File: src/rtl/flags_pkg.sv
// Shared flag indices and the flag word type for the condition-flag unit.
// Bit order of flags_t matches flag_mask and flags_out: {C,O,S,Z}.
package flags_pkg;
    localparam int NUM_FLAGS = 4;
    localparam int FLAG_Z    = 0;
    localparam int FLAG_S    = 1;
    localparam int FLAG_O    = 2;
    localparam int FLAG_C    = 3;

    typedef logic [NUM_FLAGS-1:0] flags_t;
endpackage

File: src/rtl/flags_stack.sv
// LIFO of flag words with depth counter, full/empty decodes and a one-cycle error pulse.
// Push/pop take effect on the next edge; simultaneous push+pop is a no-op, overflow/underflow only pulse err_pulse.
module flags_stack
    import flags_pkg::*;
#(
    parameter int STACK_DEPTH = 4,
    parameter int CNT_W       = $clog2(STACK_DEPTH + 1)
) (
    input  logic                 clk,
    input  logic                 reset,
    input  logic                 push,
    input  logic                 pop,
    input  logic [NUM_FLAGS-1:0] push_dat,
    output logic [NUM_FLAGS-1:0] pop_dat,
    output logic                 pop_vld,
    output logic [CNT_W-1:0]     depth,
    output logic                 full,
    output logic                 empty,
    output logic                 err_pulse
);
    flags_t           stack_q [STACK_DEPTH];
    flags_t           stack_d [STACK_DEPTH];
    logic [CNT_W-1:0] depth_q;
    logic [CNT_W-1:0] depth_d;
    logic             do_push;

    assign full      = (depth_q == CNT_W'(STACK_DEPTH));
    assign empty     = (depth_q == '0);
    assign do_push   = push & ~pop & ~full;
    assign pop_vld   = pop & ~push & ~empty;
    assign err_pulse = (push & ~pop & full) | (pop & ~push & empty);
    assign depth     = depth_q;

    always_comb begin
        depth_d = depth_q;
        stack_d = stack_q;
        pop_dat = '0;
        // Compare against depth instead of indexing with it, so the counter width never has to match the array.
        for (int i = 0; i < STACK_DEPTH; i++) begin
            if (do_push && (depth_q == CNT_W'(i))) stack_d[i] = push_dat;
            if (depth_q == CNT_W'(i + 1)) pop_dat = stack_q[i];
        end
        if (do_push)      depth_d = depth_q + CNT_W'(1);
        else if (pop_vld) depth_d = depth_q - CNT_W'(1);
    end

    always_ff @(posedge clk) begin
        if (reset) depth_q <= '0;
        else       depth_q <= depth_d;
    end

    // Storage needs no reset: entries above depth are never read.
    always_ff @(posedge clk) begin
        stack_q <= stack_d;
    end
endmodule

File: src/rtl/flags_unit.sv
// Registered Z/S/O/C flags with per-flag write mask and a save/restore stack; 1-cycle latency, no backpressure.
// Optional sticky overflow (so/so_clr) under `FLAGS_STICKY_OVF_EN.
module flags_unit
    import flags_pkg::*;
#(
    parameter int DATA_W      = 8,
    parameter int STACK_DEPTH = 4,
    parameter int CNT_W       = $clog2(STACK_DEPTH + 1)
) (
    input  logic                 clk,
    input  logic                 reset,
    input  logic                 flags_write,
    input  logic [NUM_FLAGS-1:0] flag_mask,
    input  logic [DATA_W-1:0]    result,
    input  logic                 carry_in,
    input  logic                 ovf_in,
    input  logic                 push,
    input  logic                 pop,
    input  logic                 err_clr,
`ifdef FLAGS_STICKY_OVF_EN
    input  logic                 so_clr,
    output logic                 so,
`endif
    output logic                 zf,
    output logic                 sf,
    output logic                 of,
    output logic                 cf,
    output logic [NUM_FLAGS-1:0] flags_out,
    output logic [CNT_W-1:0]     depth,
    output logic                 stack_full,
    output logic                 stack_empty,
    output logic                 stack_err
);
    flags_t flags_q;
    flags_t flags_d;
    flags_t nxt_flags;
    flags_t pop_dat;
    logic   pop_vld;
    logic   err_pulse;
    logic   err_q;
    logic   err_d;

    flags_stack #(
        .STACK_DEPTH (STACK_DEPTH),
        .CNT_W       (CNT_W)
    ) u_stack (
        .clk       (clk),
        .reset     (reset),
        .push      (push),
        .pop       (pop),
        .push_dat  (flags_q),
        .pop_dat   (pop_dat),
        .pop_vld   (pop_vld),
        .depth     (depth),
        .full      (stack_full),
        .empty     (stack_empty),
        .err_pulse (err_pulse)
    );

    always_comb begin
        nxt_flags         = '0;
        nxt_flags[FLAG_Z] = (result == '0);
        nxt_flags[FLAG_S] = result[DATA_W-1];
        nxt_flags[FLAG_O] = ovf_in;
        nxt_flags[FLAG_C] = carry_in;

        // A successful pop restores the whole word; the masked write is dropped.
        flags_d = flags_q;
        if (pop_vld)          flags_d = pop_dat;
        else if (flags_write) flags_d = (flags_q & ~flag_mask) | (nxt_flags & flag_mask);

        err_d = err_q;
        if (err_pulse)    err_d = 1'b1;
        else if (err_clr) err_d = 1'b0;
    end

    always_ff @(posedge clk) begin
        if (reset) begin
            flags_q <= '0;
            err_q   <= 1'b0;
        end else begin
            flags_q <= flags_d;
            err_q   <= err_d;
        end
    end

`ifdef FLAGS_STICKY_OVF_EN
    logic so_q;
    logic so_d;
    logic so_set;

    always_comb begin
        so_set = pop_vld ? pop_dat[FLAG_O] : (flags_write & flag_mask[FLAG_O] & ovf_in);
        so_d   = so_q;
        if (so_set)      so_d = 1'b1;
        else if (so_clr) so_d = 1'b0;
    end

    always_ff @(posedge clk) begin
        if (reset) so_q <= 1'b0;
        else       so_q <= so_d;
    end

    assign so = so_q;
`endif

    assign zf        = flags_q[FLAG_Z];
    assign sf        = flags_q[FLAG_S];
    assign of        = flags_q[FLAG_O];
    assign cf        = flags_q[FLAG_C];
    assign flags_out = flags_q;
    assign stack_err = err_q;
endmodule
File: config.mk
export PLATFORM = sky130hd
export DESIGN_NAME = flags_unit
export DESIGN_NICKNAME = d
export VERILOG_FILES = /design/src/rtl/flags_pkg.sv /design/src/rtl/flags_stack.sv /design/src/rtl/flags_unit.sv
export SDC_FILE = /design/constraint.sdc
export NUM_CORES = 1
export LEC_CHECK = 0
export CAP_MARGIN = 30
export CORE_UTILIZATION = 51
export CTS_BUF_LIST = sky130_fd_sc_hd__clkbuf_8 sky130_fd_sc_hd__clkbuf_16
export DETAILED_ROUTE_END_ITERATION = 7
export PLACE_DENSITY = 0.83
export SLEW_MARGIN = 20
export SYNTH_ARGS = -nofsm -noshare
export SYNTH_HDL_FRONTEND = slang
export SYNTH_SLANG_ARGS = --single-unit
export TNS_END_PERCENT = 20
File: constraint.sdc
create_clock -name clk -period 2.86 [get_ports clk]
set_input_delay 0.572 -clock clk [delete_from_list [all_inputs] [get_ports clk]]
set_output_delay 0.572 -clock clk [all_outputs]
set_load 0.02 [all_outputs]
==> results.txt <==
Reports from this run.

- The sequential-cell power consumption is around 430 uW.
- Traced cell by cell, the critical path runs through inv_1, ha_1, and2b_4, clkdlybuf4s50_1.
- The actual transition at the worst max-transition pin reads 575 ps.
- The routed layout has ~1,000 vias.
- Before placement the cells fill between 50 and 60% of the core.
- The flow inserted 30 tap cells.
- The clock root buffer master is sky130_fd_sc_hd__clkbuf_8.
- The final estimated routing congestion in global placement is just under 0.8.
- The critical hold path startpoint is u_stack.stack_q[1].
- The height of the die reads 52.8 microns.
- The required time of the critical path is roughly 2300 ps.
- The non-clock buffer area fraction after layout reads between 10% and 20%.
- The setup slack of the critical path after layout is between 200 and 250 ps.
- The most used routing layer in global routing is met2.
- Hold is met by approximately 480 ps.
- The total count of hold-check failures in the final report is 0.
- The DRC violation count after routing is 0.
- The area of all placed cells without fillers reads 0.00165 sq mm.
- The timing endpoint of the critical path is stack_empty.
- Leaving out filler cells and counting taps, the final layout contains 173.
- The arrival time reported for the critical path endpoint reads just over 2000 ps.
- In this run, synthesis inferred 16 flip-flops with an integrated enable.
- The final cycle utilization of the critical path is 91.6%.
- The internal power reads approximately 640 uW.
- The met1 capacity usage during global routing reads 33.7%.
- The total number of placement rows reads 18.
- The number of clock buffers in the layout reads 3.
- The top cell type in the final layout, fill and taps aside, is sky130_fd_sc_hd__clkdlybuf4s50_1.
- The number of global-route vias before repair came to 1,057.
- The boundary pin count reads 34.
- Warnings raised by the tools during the run amount to 30.
- Averaged over all synthesized cells, the footprint is approximately 11 sq um.
- The flow ran to the end, and the final reports show no timing, DRC or antenna violations.
- The critical path crosses 4 cells after its start point.
- The CTS tree is yes.
- The highest clock rate is between 0.3 and 0.4 GHz.
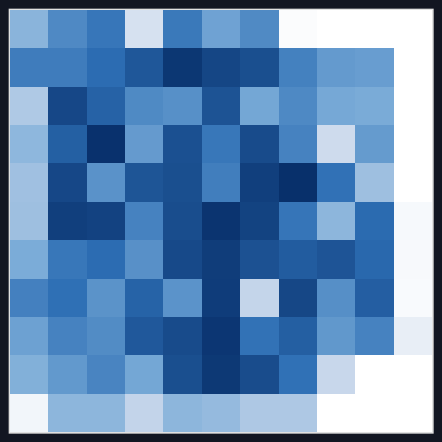
**Above:** placement density heat map.
(8 px per micron) The die is cut into 11 by 11 equal tiles; white is low, dark blue is high, 0 to 100% covered.
tiles over 75% full: 34%
fullest tile: 100%
mean over tiles: 58%
densest ninth of the die: centre
nearly empty tiles: 9.9%

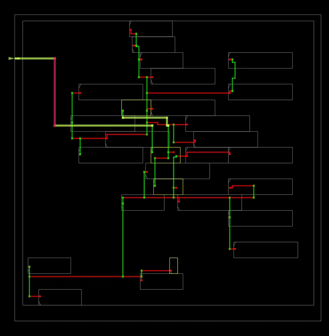
**Above:** the clock network.
total clock buffers created by CTS: 3
# clock sinks: 24
Power Clock: 199 uW
final sequential cell count: 24

Power figures rest on the tool's default switching activity, not on a simulated workload.
